==> config.mk <==
export PLATFORM = sky130hd
export DESIGN_NAME = interrupt_sequencer
export DESIGN_NICKNAME = d
export VERILOG_FILES = /design/src/rtl/interrupt_sequencer.sv
export SDC_FILE = /design/constraint.sdc
export NUM_CORES = 1
export LEC_CHECK = 0
export CAP_MARGIN = 10
export CORE_MARGIN = 4
export CORE_UTILIZATION = 40
export CTS_CLUSTER_DIAMETER = 50
export DETAILED_ROUTE_END_ITERATION = 8
export PLACE_DENSITY = 0.85
export SLEW_MARGIN = 0
export SYNTH_ARGS = -nofsm -noshare
export SYNTH_HDL_FRONTEND = slang
export SYNTH_SLANG_ARGS = --single-unit
==> constraint.sdc <==
create_clock -name clk -period 4.2 [get_ports clk]
set_clock_uncertainty 0.2 [all_clocks]
set_input_delay 0.63 -clock clk [delete_from_list [all_inputs] [get_ports clk]]
set_output_delay 0.63 -clock clk [all_outputs]
set_load 0.005 [all_outputs]
Figure 1. Drive-strength map.
The bar under the picture is 20 um long.
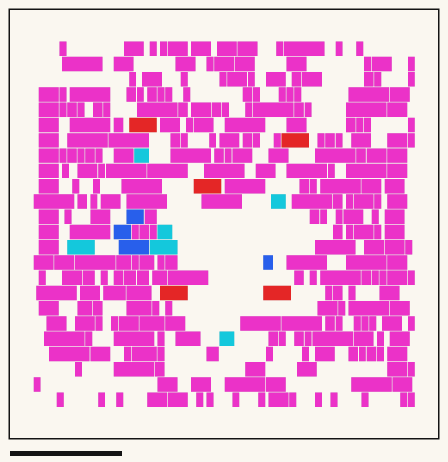
Key: drive 3 to 4 = cyan [cells 6, share 2.0%, most used buf_4]; drive 6 and up = red [cells 5, share 1.6%, most used clkbuf_8]; drive 1 or less = magenta [cells 289, share 95%, most used clkdlybuf4s50_1]; drive 2 = blue [cells 4, share 1.3%]
Syn-to-layout area delta: 43.0%
Final Worst Setup Slack: 1750 ps
post-layout instance area: 2670 um^2

Figure 2. Clock routing.
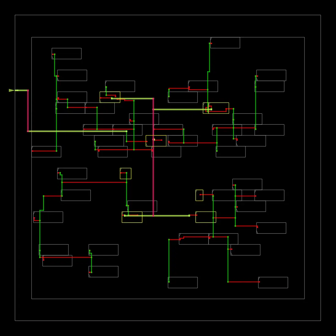
Flop Count: 43
clk ins delay skew pair: 290 ps
number of CTS-inserted buffers: 5
# clk buffers: 6

Figure 3. Gate families picked out.
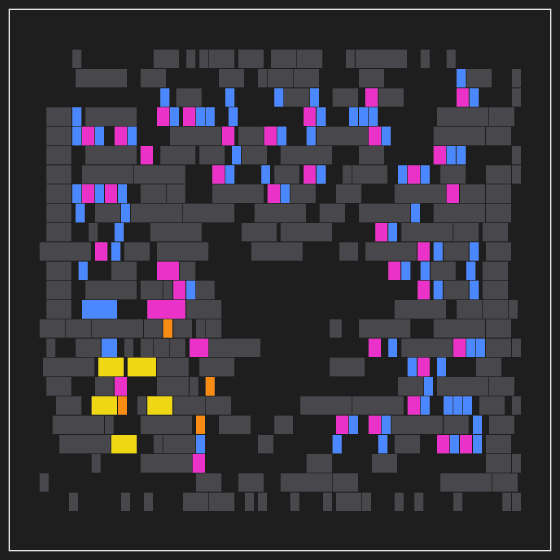
Key: multiplexers = yellow [cells 5, most used mux2i_1, where lower left]; inverters = orange [cells 4, most used inv_1]; inverting AOI/OAI gates = magenta [cells 38, most used a21oi_1]; NAND gates = blue [cells 68, most used nand2_1]
most numerous logic cell after layout: clkdlybuf4s50_1
combinational share of cell area: 30.6%
Post-Layout Cell Count: 356

==> flow_summary.toml <==
# flow metrics
[place]
dp_hpwl_mm = 3.26
io_buffers = 80
gp_congestion = 0.710

[global_routing]
grt.total_usage_pct = 14.7
grt_pass1_vias = 1537
grt_pass1_wl_mm = 7.05

[detailed_routing]
via_count = 1613
avgRoutedWirePerCell_um = 12.0
final_antenna_net_count = 0
drt_iter0_markers = 44
dr.pass1.iters = 4
viasPerCell = 4.53

[job]
log.warning_count = 30
cap_violations = 0

[synthesis]
synth_chip_area_um2 = 1860
synthFlopType = "dfxtp_1"
yosys_warnings = 0
synth_area_leader_cell = "dfxtp_1"
syn_avg_cell_area_um2 = 8.25
ys_top_cells_by_count = "66 x nand2_1, 43 x dfxtp_1, 35 x a21oi_1, 31 x buf_4, 9 x nor2_1"
edf_count = 0
topCellsByArea = "dfxtp_1 46%, nand2_1 13%, buf_4 12%"
ys_seq_share_pct = 46.2
ys_cells = 226
async_flop_share_pct = 0
top_area_share_pct = 46.2
synth_top_cell_by_count = "nand2_1"
synthCells = 226
synth_cell_types = 24

[worst_setup_path]
max_stage_delay_ps = 580
rr_worst_depth = 6
r2r_slack_ps = 1900
cp_num_cells = 6
cp_max_fo = 17
slowest_stage = "a21oi_2"
critPathArrivalTime_ps = 2460
path_cells = "clkdlybuf4s50_1 -> nand2_1 -> a21oi_2 -> buf_4 -> nand2_1 -> a21oi_1"
cp_common_cell = "nand2_1"
cp_data_required_time_ps = 4200
end_kind = "flip-flop"
criticalPathCategory = "input port to flip-flop"
cp_num_buf_inv = 2
critPathTopFamily = "buffers and inverters"
startpoint_type = "input port"

[clock_network]
cts_tree = "done"
cts_resized = 0
htreeDepth = 2
clock-sinks = 43
root_buffer = "clkbuf_8"
clk_pin_slew_ps = 80
cts_setup_buffers = 0
clock_path_buffers = 2

[final_timing]
hold_viol = 0
maxSlewHeadroom_pct = 34.1
fin_crit_sh_pct = 58.5
fmax_mhz = 407
grt_setup_unrepaired = "false"
setup_viol = 0
worst_pin_slew_ps = 989
drv_slew = 0
whs_ps = 255

[floorplanning]
die_y_um = 76.3
fp_util_pct = 41.9
core-area_um2 = 4440
die_w_um = 76.3
top_level_ports = 111

[min_path]
hp-class = "flip-flop to flip-flop"
hold_depth = 2

[power]
irDropWorstVdd_v = 0.000271
power_density_nw_per_um2 = 416

[cells_and_area]
final_layout_size_suffix_gt1_share_pct = 4.93
antenna_cells = 0
largest_reg_flops = 32
fin_nets = 347

[outcome]
status = "complete, no violations"
layer usage:
metal	global-route usage (%)	vias to the layer above	part of all wire, %
met1	16.0	714	40
met2	24.6	77	48
met4	5.07	0	2.1
met3	7.33	10	10
met5	0	-	0
li1	-	812	-
report_power, final:
part           total [W]  leakage, nW  switching (W)  internal [W]
clock network   0.000253       0.0412       0.000137      0.000116
registers       0.000495        0.351      0.0000334      0.000462
logic           0.000360        0.637       0.000158      0.000202
total            0.00111         1.03       0.000328      0.000780
layout make-up:
type / instances / area (um^2)
inverters: 4 / 15.0
clock inverters: 2 / 12.5
repair buffers: 83 / 823
fillers: 399 / 1780
flip-flops and latches: 43 / 861
well taps: 52 / 65.1
clock buffers: 6 / 72.6
multi-input cells: 166 / 816
worst reg2reg max path, delay by kind of cell, from the launching register on:
kind | cells | cell delay, ps
DFF | 1 | 420
and+or+nand+nor | 2 | 270
AOI/OAI and AO/OA | 2 | 960
buffers and inverters | 1 | 110
adders and majority gates | 1 | 270
logic make-up after synthesis:
logic type | after synthesis | synth area share (%)
other | 1 | 0.201
buffers and inverters | 46 | 15.9
and+or+nand+nor | 86 | 19.7
adders and majority gates | 5 | 3.36
DFF | 43 | 46.2
muxes | 5 | 2.75
AOI/OAI and AO/OA | 40 | 11.9
stage by stage:
stage,utilization [%],instances,total power [W],instance area [um^2],setup WS [ps]
3_3_place_gp,58.1,348,0.000857,2580,1500
5_1_grt,60.0,356,0.00118,2670,1610
3_5_place_dp,58.1,348,0.000866,2580,1420
2_1_floorplan,-,255,0.000713,1970,2180
4_1_cts,60.0,356,0.00112,2670,1730
6_report,60.0,356,0.00111,2670,1750
Power is estimated from default activity; no workload was simulated.
